--- src/rtl/instr_encode_loader_if.sv ---
// Request and imem-write bundle for instr_encode_loader.
// master drives requests and imem_ready; slave is the loader.
interface instr_encode_loader_if #(
  parameter int ADDR_W = 6
) ();
  logic              req_valid;
  logic              req_ready;
  logic [2:0]        req_op;
  logic [4:0]        req_rd;
  logic [4:0]        req_rs1;
  logic [4:0]        req_rs2;
  logic [12:0]       req_imm;
  logic              imem_we;
  logic              imem_ready;
  logic [ADDR_W-1:0] imem_addr;
  logic [31:0]       imem_wdata;

  modport master (
    output req_valid, req_op, req_rd,
    output req_rs1, req_rs2, req_imm,
    input  req_ready,
    input  imem_we, imem_addr, imem_wdata,
    output imem_ready
  );

  modport slave (
    input  req_valid, req_op, req_rd,
    input  req_rs1, req_rs2, req_imm,
    output req_ready,
    output imem_we, imem_addr, imem_wdata,
    input  imem_ready
  );
endinterface

--- src/rtl/instr_encode_loader.sv ---
// RV32I request encoder with FIFO drain into imem at sequential addresses.
// INSTR_ENC_ILLEGAL_TRAP_EN: illegal ops set err and end the load early.
module instr_encode_loader #(
  parameter int ADDR_W     = 6,
  parameter int FIFO_DEPTH = 4
) (
  input  logic                 clk,
  input  logic                 rst_n,
  input  logic                 start,
  instr_encode_loader_if.slave bus,
  output logic                 busy,
  output logic                 done,
  output logic                 err
);
  localparam int PW = $clog2(FIFO_DEPTH);

  localparam logic [2:0] OP_ADD  = 3'd0;
  localparam logic [2:0] OP_SUB  = 3'd1;
  localparam logic [2:0] OP_ADDI = 3'd2;
  localparam logic [2:0] OP_LW   = 3'd3;
  localparam logic [2:0] OP_SW   = 3'd4;
  localparam logic [2:0] OP_BEQ  = 3'd5;

  localparam logic [6:0] OPC_R  = 7'b0110011;
  localparam logic [6:0] OPC_I  = 7'b0010011;
  localparam logic [6:0] OPC_LD = 7'b0000011;
  localparam logic [6:0] OPC_ST = 7'b0100011;
  localparam logic [6:0] OPC_BR = 7'b1100011;
  localparam logic [31:0] NOP   = 32'h0000_0013;

  typedef enum logic [1:0] {
    IDLE,
    LOAD,
    DRAIN
  } state_t;

  state_t            state_q;
  logic [31:0]       mem_q [FIFO_DEPTH];
  logic [PW-1:0]     wptr_q;
  logic [PW-1:0]     rptr_q;
  logic [PW:0]       cnt_q;
  logic [PW:0]       cnt_d;
  logic [ADDR_W:0]   acc_q;
  logic [ADDR_W-1:0] addr_q;
  logic              done_q;
  logic              err_q;

  logic        empty;
  logic        full;
  logic        pop;
  logic        push;
  logic        fire;
  logic        acc_ok;
  logic        last_acc;
  logic [31:0] word;

  logic [2:0]  op;
  logic [4:0]  rd;
  logic [4:0]  rs1;
  logic [4:0]  rs2;
  logic [12:0] imm;

  assign op  = bus.req_op;
  assign rd  = bus.req_rd;
  assign rs1 = bus.req_rs1;
  assign rs2 = bus.req_rs2;
  assign imm = bus.req_imm;

  assign empty    = (cnt_q == '0);
  assign full     = (cnt_q == (PW+1)'(FIFO_DEPTH));
  assign acc_ok   = !acc_q[ADDR_W];
  assign last_acc = (acc_q == (ADDR_W+1)'((1 << ADDR_W) - 1));
  assign pop      = !empty && bus.imem_ready;

  // A pop in the same cycle frees a slot, so a full FIFO still accepts.
  assign bus.req_ready = (state_q == LOAD) && acc_ok
                       && (!full || pop);
  assign fire = bus.req_valid && bus.req_ready;

`ifdef INSTR_ENC_ILLEGAL_TRAP_EN
  logic illegal;
  assign illegal = (op[2:1] == 2'b11);
  assign push    = fire && !illegal;
`else
  assign push    = fire;
`endif

  assign cnt_d = cnt_q + (PW+1)'(push) - (PW+1)'(pop);

  always_comb begin
    word = NOP;
    unique case (1'b1)
      (op == OP_ADD):
        word = {7'b0000000, rs2, rs1, 3'b000, rd, OPC_R};
      (op == OP_SUB):
        word = {7'b0100000, rs2, rs1, 3'b000, rd, OPC_R};
      (op == OP_ADDI):
        word = {imm[11:0], rs1, 3'b000, rd, OPC_I};
      (op == OP_LW):
        word = {imm[11:0], rs1, 3'b010, rd, OPC_LD};
      (op == OP_SW):
        word = {imm[11:5], rs2, rs1, 3'b010,
                imm[4:0], OPC_ST};
      (op == OP_BEQ):
        word = {imm[12], imm[10:5], rs2, rs1, 3'b000,
                imm[4:1], imm[11], OPC_BR};
      default:
        word = NOP;
    endcase
  end

  always_ff @(posedge clk or negedge rst_n) begin
    if (!rst_n) begin
      wptr_q <= '0;
      rptr_q <= '0;
      cnt_q  <= '0;
      addr_q <= '0;
      for (int i = 0; i < FIFO_DEPTH; i++) begin
        mem_q[i] <= '0;
      end
    end else begin
      cnt_q <= cnt_d;
      if (push) begin
        mem_q[wptr_q] <= word;
        wptr_q        <= wptr_q + PW'(1);
      end
      if (pop) begin
        rptr_q <= rptr_q + PW'(1);
      end
      if (state_q == IDLE && start) begin
        addr_q <= '0;
      end else if (pop) begin
        addr_q <= addr_q + ADDR_W'(1);
      end
    end
  end

  always_ff @(posedge clk or negedge rst_n) begin
    if (!rst_n) begin
      state_q <= IDLE;
      acc_q   <= '0;
      done_q  <= 1'b0;
      err_q   <= 1'b0;
    end else begin
      unique case (state_q)
        IDLE: begin
          if (start) begin
            state_q <= LOAD;
            acc_q   <= '0;
            done_q  <= 1'b0;
            err_q   <= 1'b0;
          end
        end
        LOAD: begin
          if (fire) begin
            acc_q <= acc_q + (ADDR_W+1)'(1);
`ifdef INSTR_ENC_ILLEGAL_TRAP_EN
            if (illegal) begin
              err_q   <= 1'b1;
              state_q <= DRAIN;
            end else if (last_acc) begin
              state_q <= DRAIN;
            end
`else
            if (last_acc) begin
              state_q <= DRAIN;
            end
`endif
          end
        end
        DRAIN: begin
          if (cnt_d == '0) begin
            done_q  <= 1'b1;
            state_q <= IDLE;
          end
        end
        default: state_q <= IDLE;
      endcase
    end
  end

  assign bus.imem_we    = !empty;
  assign bus.imem_addr  = addr_q;
  assign bus.imem_wdata = empty ? 32'h0 : mem_q[rptr_q];

  assign busy = (state_q != IDLE) || !empty;
  assign done = done_q;
  assign err  = err_q;
endmodule
--- src/flat_wrapper.sv ---
// flat-port wrapper written by rule: the top's interface ports become plain ports
module instr_encode_loader_flat 
#(
  parameter int ADDR_W     = 6,
  parameter int FIFO_DEPTH = 4
)
  (clk, rst_n, start, busy, done, err, bus_req_valid, bus_req_op, bus_req_rd, bus_req_rs1, bus_req_rs2, bus_req_imm, bus_req_ready, bus_imem_we, bus_imem_addr, bus_imem_wdata, bus_imem_ready);
  instr_encode_loader_if #(.ADDR_W(ADDR_W)) bus_i ();
  input  logic clk;
  input  logic rst_n;
  input  logic start;
  output logic busy;
  output logic done;
  output logic err;
  input wire logic [$bits(bus_i.req_valid)-1:0] bus_req_valid;
  input wire logic [$bits(bus_i.req_op)-1:0] bus_req_op;
  input wire logic [$bits(bus_i.req_rd)-1:0] bus_req_rd;
  input wire logic [$bits(bus_i.req_rs1)-1:0] bus_req_rs1;
  input wire logic [$bits(bus_i.req_rs2)-1:0] bus_req_rs2;
  input wire logic [$bits(bus_i.req_imm)-1:0] bus_req_imm;
  output wire logic [$bits(bus_i.req_ready)-1:0] bus_req_ready;
  output wire logic [$bits(bus_i.imem_we)-1:0] bus_imem_we;
  output wire logic [$bits(bus_i.imem_addr)-1:0] bus_imem_addr;
  output wire logic [$bits(bus_i.imem_wdata)-1:0] bus_imem_wdata;
  input wire logic [$bits(bus_i.imem_ready)-1:0] bus_imem_ready;
  assign bus_i.req_valid = bus_req_valid;
  assign bus_i.req_op = bus_req_op;
  assign bus_i.req_rd = bus_req_rd;
  assign bus_i.req_rs1 = bus_req_rs1;
  assign bus_i.req_rs2 = bus_req_rs2;
  assign bus_i.req_imm = bus_req_imm;
  assign bus_req_ready = bus_i.req_ready;
  assign bus_imem_we = bus_i.imem_we;
  assign bus_imem_addr = bus_i.imem_addr;
  assign bus_imem_wdata = bus_i.imem_wdata;
  assign bus_i.imem_ready = bus_imem_ready;
  instr_encode_loader #(.ADDR_W(ADDR_W), .FIFO_DEPTH(FIFO_DEPTH)) u_core (.clk(clk), .rst_n(rst_n), .start(start), .bus(bus_i), .busy(busy), .done(done), .err(err));
endmodule
--- config.mk ---
export PLATFORM = sky130hd
export DESIGN_NAME = instr_encode_loader_flat
export DESIGN_NICKNAME = d
export VERILOG_FILES = /design/src/rtl/instr_encode_loader_if.sv /design/src/rtl/instr_encode_loader.sv /design/src/flat_wrapper.sv
export SDC_FILE = /design/constraint.sdc
export NUM_CORES = 1
export LEC_CHECK = 0
export CORE_MARGIN = 2
export CORE_UTILIZATION = 45
export CTS_CLUSTER_DIAMETER = 200
export CTS_CLUSTER_SIZE = 25
export DETAILED_ROUTE_END_ITERATION = 8
export DONT_BUFFER_PORTS = 1
export GPL_TIMING_DRIVEN = 0
export PLACE_DENSITY_LB_ADDON = 0.2
export SLEW_MARGIN = 20
export SYNTH_ARGS = -nofsm -noshare
export SYNTH_HDL_FRONTEND = slang
export SYNTH_SLANG_ARGS = --single-unit
--- constraint.sdc ---
create_clock -name clk -period 3.6 [get_ports clk]
set_clock_uncertainty 0.2 [all_clocks]
set_input_delay 0.72 -clock clk [delete_from_list [all_inputs] [get_ports clk]]
set_output_delay 0.72 -clock clk [all_outputs]
set_load 0.01 [all_outputs]
Run 1, placement by cell class:
Fill, decap, tap and diode cells in gray.
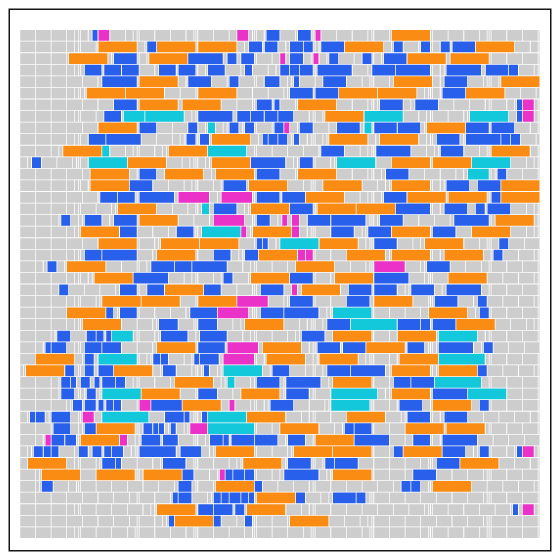
Magenta marks other buffers and delay cells, cells 32. Orange marks flip-flops, cells 131. Cyan marks clock drivers and dummy loads, cells 31. Blue marks all other logic, cells 297.
core area: 0.0146 mm^2
FP Rows: 44
flop share of the area: 42.4%
Util after Layout: 52.8%

Run 1, routed metal, one color a layer:
Scale bar: 50 um. Two of the layers only.
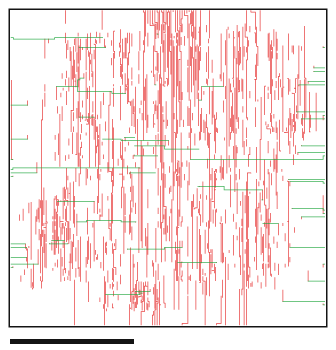
Green marks met3, wire length 647 um. Red marks met2, wire length 6820 um.
gr usage total: 19.0%
Avg WL per Cell: 21.1 um

Run 1, supply network:
Scale bar: 50 um. Pins as bars on the die edge.
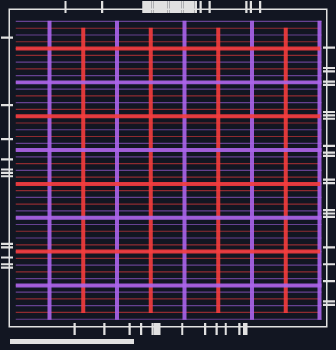
Purple marks VSS. Red marks VDD.
8 straps on met5. 9 straps on met4. The core has 44 rows. 79 signal pins sit on the boundary.
Die W: 127 um
worst vdd ir: 0.530 mV
die y size: 127 um

==> flow_summary.toml, run 1 <==
# generated from flow reports
[status]
status = "complete, but fails checks"
violations = "hold timing"

[synth]
yosysWarnings = 0
numSynthFlops = 131
synth.cell_area_mm2 = 0.00681
synth_chip_area_mm2 = 0.00681
synth.top_cells.by_count = "dfrtp_1 (131), mux2_4 (76), nor2b_1 (32)"
ys_sh_aoi_pct = 3.53
syn_inst = 455
ys_cells = 455
topCellsByArea = "dfrtp_1 (48%), mux2_4 (17%), mux4_2 (8.9%)"
ys_sh_simple_pct = 9.35
ys_types = 50
synth.largest_area_cell = "dfrtp_1"
edf_count = 0
yosysTopAreaCellShare_pct = 48.1
mux_share_pct = 31.2
synthXorXnorAreaFrac_pct = 1.12
synth_area_per_cell_um2 = 15.0
ys_seq_share_pct = 48.1
yosysMostFrequentCell = "dfrtp_1"
ys_sh_adder_pct = 1.76
async_flop_share_pct = 100
synthFlopType = "dfrtp_1"
logic_family = "multiplexers"

[critical_path]
crit_chain = "nor3_2, buf_4, clkbuf_1, nor2b_1"
path_class = "reg2out"
cp_top_family = "buffers and inverters"
regToRegSetupSlack_ps = 520
worstReg2RegStart = "u_core.cnt_q[1]"
r2r_cells = 11
start_kind = "flop"
slowest_delay_ps = 510
r2r_end = "u_core.state_q[1]"
worstSetupEndpointType = "output pin"
cpMaxStageDelayCell = "nor3_2"
path_max_fanout = 10
required_ps = 2680
worstPathArrival_ps = 2350
path_depth = 4
path_buffers = 2

[cells_and_area]
final-clk-cell-share_pct = 8.68
regArea_mm2 = 0.00328
n_clock_buffer = 20
inverters = 11
comb_share_pct = 41.6
syn_to_final_growth_pct = 13.7
drive_above_1_share_pct = 39.5
largest_class = "flip-flops and latches"
comb_cells = 286
finalNonFillerCells = 675
num_antenna_cells = 0
layout_top_cell = "dfrtp_1"
buffers = 32
logic_area_mm2 = 0.00322
lay_top_cells = "dfrtp_1 (131), mux2_4 (76), nor2b_1 (32)"
fillCellCount = 1227
buffer_area_share_pct = 3.80
flops = 131
nets = 524

[global_routing]
grt_antenna_before_repair = 0
gr-total-overflow = 0
grt_max_degree = 132
grt_pass1_wl_mm = 23.3
grt_pass1_vias = 4101

[clock_tree]
cts_sinks = 131
clk_path_buf_depth = 2
clkLatencyLatePin_ps = 410
htreeDepth = 4
path_clk_slew_ps = 50
cts_tree = "done"
cts-root-buf = "clkbuf_16"
numCtsBuffers = 17

[detailed_routing]
drt_wl_total_mm = 14.2
dr.pass1.iters = 4
drtIter0Drc = 224
ant_nets = 0
vias = 3772
drc = 0
viasPerCell = 5.59

[power]
leakagePower_uw = 0.00365
swShare_pct = 30.7
p_seq_share_pct = 33.9
clock_power_share_pct = 26.5
cellPowerDensity_mw_per_mm2 = 961
switchingPower_uw = 2290
pwr-share-comb_pct = 39.7
internal-power_uw = 5150

[placement]
port_buffers = 0
place_hpwl_mm = 9.48
place.gp.congestion = 0.822
dp.cells = 644

[hold_path]
hold_path_class = "in2async"

[sta]
whs_ps = -201
setup_violations = 0
finalHoldViolations = 131
grt_setup_unrepaired = "false"
worstMarginPinSlew_ps = 1010
fin_tns_setup_ps = 0
fmax_mhz = 306
min_period_ps = 3270
drv_slew = 0
post-route-period-util_pct = 90.8
slew_headroom_pct = 32.8

[floorplanning]
fp-utilization_pct = 46.5
taps = 184
ios = 79
dieArea_mm2 = 0.0161

[flow_run]
drv_cap = 0
log.warning_count = 33
## run 1: worst max-delay path by stage
| stage | start | to | slack [ps] |
|---|---|---|---|
| detailed placement | u_core.cnt_q[1] | u_core.state_q[1] | 530 |
| CTS | u_core.cnt_q[1] | bus_imem_wdata[30] | 260 |
| finish | u_core.cnt_q[1] | bus_imem_wdata[23] | 330 |
| floorplan | bus_imem_ready | u_core.done | 820 |
| global placement | u_core.cnt_q[1] | bus_imem_wdata[9] | 30 |
| global route | u_core.cnt_q[1] | bus_imem_wdata[9] | 120 |
## run 1: flip-flops by register name, summed over array words and instances, names as in the netlist
signal                flops
u_core.acc_q              7
u_core.bus.imem_addr      6
u_core.cnt_q              3
u_core.done               1
u_core.mem_q            108
u_core.rptr_q             2
u_core.state_q            2
u_core.wptr_q             2
## run 1: power groups by stage
stage	Clock, uW	Sequential, uW	Combinational (uW)
after global routing	2070	2600	3210
final	1970	2520	2950
after detailed placement	0	2520	3000
after floorplan	0	2400	2520
after CTS	2000	2510	3010
after global placement	0	2480	2930
## run 1: through the flow
step | hold WS, ps | util (%) | worst slack (ps) | area, um^2 | power (uW)
global placement | 231 | 48.2 | 25.6 | 7050 | 5410
CTS | -218 | 52.8 | 255 | 7740 | 7530
floorplan | 224 | - | 816 | 6820 | 4920
global route | -220 | 52.8 | 120 | 7740 | 7890
finish | -201 | 52.8 | 332 | 7740 | 7440
detailed placement | 231 | 48.3 | 527 | 7070 | 5520
## run 1: timing repair
item | CTS | global route
buffers inserted | 0 | 0
hold endpoints to repair | 131 | 131
gates resized | 0 | 0
## run 1: per-layer routing
metal | share of wire [%] | track usage, % | vias to the layer above
met5 | 0 | 0 | -
met4 | 1.6 | 6.33 | 0
met3 | 4.5 | 5.78 | 17
met2 | 48 | 30.2 | 72
met1 | 46 | 25.1 | 1987
li1 | - | - | 1696
==> run 1 -> run 2 <==
- CAP_MARGIN: unset -> 10
==> flow_summary.toml, run 2 <==
# generated from flow reports
[cells_and_area]
drive_above_1_share_pct = 39.5
buffers = 32
utilization_pct = 52.8
num_antenna_cells = 0
layout_top_cell = "dfrtp_1"
logic_area_mm2 = 0.00322
largest_reg_flops = 108
regMostFlops = "u_core.mem_q"
n_clock_buffer = 20
syn_to_final_growth_pct = 13.7
final-clk-cell-share_pct = 8.68
buffer_area_share_pct = 3.80
inverters = 11
flops = 131
fillCellCount = 1227
lay_top_cells = "dfrtp_1 (131), mux2_4 (76), nor2b_1 (32)"
comb_share_pct = 41.6
regArea_mm2 = 0.00328
largest_class = "flip-flops and latches"
nets = 524
seq_area_share_pct = 42.4
design_area_mm2 = 0.00774
comb_cells = 286
finalNonFillerCells = 675

[critical_path]
regToRegSetupSlack_ps = 520
cpMaxStageDelayCell = "nor3_2"
worstPathArrival_ps = 2350
start_kind = "flop"
r2r_cells = 11
path_max_fanout = 10
crit_chain = "nor3_2, buf_4, clkbuf_1, nor2b_1"
cp_top_family = "buffers and inverters"
r2r_end = "u_core.state_q[1]"
slowest_delay_ps = 510
required_ps = 2680
path_buffers = 2
worstSetupEndpointType = "output pin"
worstReg2RegStart = "u_core.cnt_q[1]"
path_class = "reg2out"

[detailed_routing]
drtIter0Drc = 224
dr.pass1.iters = 4
viasPerCell = 5.59
detail_route.wl_per_cell_um = 21.1
drc = 0
ant_nets = 0

[synth]
synthFlopType = "dfrtp_1"
yosysWarnings = 0
yosysTopAreaCellShare_pct = 48.1
ys_cells = 455
numSynthFlops = 131
synth.cell_area_mm2 = 0.00681
topCellsByArea = "dfrtp_1 (48%), mux2_4 (17%), mux4_2 (8.9%)"
synth.largest_area_cell = "dfrtp_1"
ys_types = 50
synth.top_cells.by_count = "dfrtp_1 (131), mux2_4 (76), nor2b_1 (32)"
syn_inst = 455
ys_seq_share_pct = 48.1
edf_count = 0
synth_chip_area_mm2 = 0.00681
yosysMostFrequentCell = "dfrtp_1"
synth_area_per_cell_um2 = 15.0
async_flop_share_pct = 100

[sta]
fmax_mhz = 306
fin_ws_ps = 332
whs_ps = -201
setup_violations = 0
worstMarginPinSlew_ps = 1010
post-route-period-util_pct = 90.8
slew_headroom_pct = 32.8
finalHoldViolations = 131
drv_slew = 0
fin_tns_setup_ps = 0
min_period_ps = 3270
grt_setup_unrepaired = "false"

[global_routing]
grt_pass1_vias = 4101
grt_pass1_wl_mm = 23.3
gr-total-overflow = 0
track_usage_pct = 19.0
grt_max_degree = 132
grt_antenna_before_repair = 0

[clock_tree]
cts-root-buf = "clkbuf_16"
cts_setup_buffers = 0
htreeDepth = 4
numCtsBuffers = 17
path_clk_slew_ps = 50
cts_resized = 0
cts_sinks = 131
cts_tree = "done"
clkLatencyLatePin_ps = 410
clk_path_buf_depth = 2

[floorplanning]
core_area_mm2 = 0.0146
rows = 44
ios = 79
die_h_um = 127
dieArea_mm2 = 0.0161
die_w_um = 127
taps = 184
fp-utilization_pct = 46.5

[power]
peakVddDrop_mv = 0.530
leakagePower_uw = 0.00365
cellPowerDensity_mw_per_mm2 = 961
p_total_uw = 7440

[placement]
pre_cts_ws_ps = 527
place_area_mm2 = 0.00707
place_hpwl_mm = 9.48
dp.cells = 644
port_buffers = 0
place.gp.congestion = 0.822

[status]
status = "complete, but fails checks"
violations = "hold timing"

[flow_run]
drv_cap = 0
log.warning_count = 33

[hold_path]
hold_path_class = "in2async"
-- run 2: cell counts in the layout (fill, tap and decap cells not counted) --
Identical to the previous run, type by type.
-- run 2: power by group --
part / internal [uW] / total [uW] / switching (uW) / leakage [uW]
Sequential: 2110 / 2520 / 410 / 0.00162
Clock: 1340 / 1970 / 625 / 0.000335
Combinational: 1700 / 2950 / 1250 / 0.00170
-- run 2: cell families after synthesis --
family                     count (synthesis)  synth area share, %
AOI/OAI and AO/OA                         33                 3.53
xor gates and xnor gates                   7                 1.12
and+or+nand+nor                           95                 9.35
adders and majority gates                  9                 1.76
DFF                                      131                 48.1
buffers and inverters                     42                 4.81
muxes                                    137                 31.2
other                                      1               0.0551
-- run 2: worst reg2reg max path, delay by kind of cell, from the launching register on --
kind                       cells  cell delay, ps
and+or+nand+nor                1              70
AOI/OAI and AO/OA              2             530
adders and majority gates      3             800
DFF                            1             490
buffers and inverters          4             650
xor gates and xnor gates       1             230
-- run 2: worst max path at each step --
stage / from / to / slack (ps) / cells after the start
after CTS: u_core.cnt_q[1] / bus_imem_wdata[30] / 260 / 4
after global placement: u_core.cnt_q[1] / bus_imem_wdata[9] / 30 / 3
final: u_core.cnt_q[1] / bus_imem_wdata[23] / 330 / 4
after detailed placement: u_core.cnt_q[1] / u_core.state_q[1] / 530 / 11
after floorplan: bus_imem_ready / u_core.done / 820 / 11
after global routing: u_core.cnt_q[1] / bus_imem_wdata[9] / 120 / 4
-- run 2: layer usage --
layer	vias up	wire [um]	track usage [%]
li1	1696	-	-
met1	1987	6520	25.1
met2	72	6820	30.2
met3	17	646	5.78
met4	0	231	6.33
met5	-	0	0
Run 2, routed metal, one color a layer:
Scale bar: 50 um. Two of the layers only.
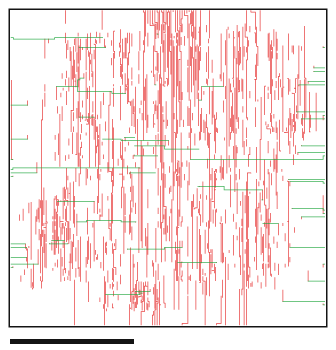
Red marks met2, wire length 6820 um. Green marks met3, wire length 647 um.
Vias: 3772
Routed WL: 14.2 mm

Power and IR drop assume default switching activity.
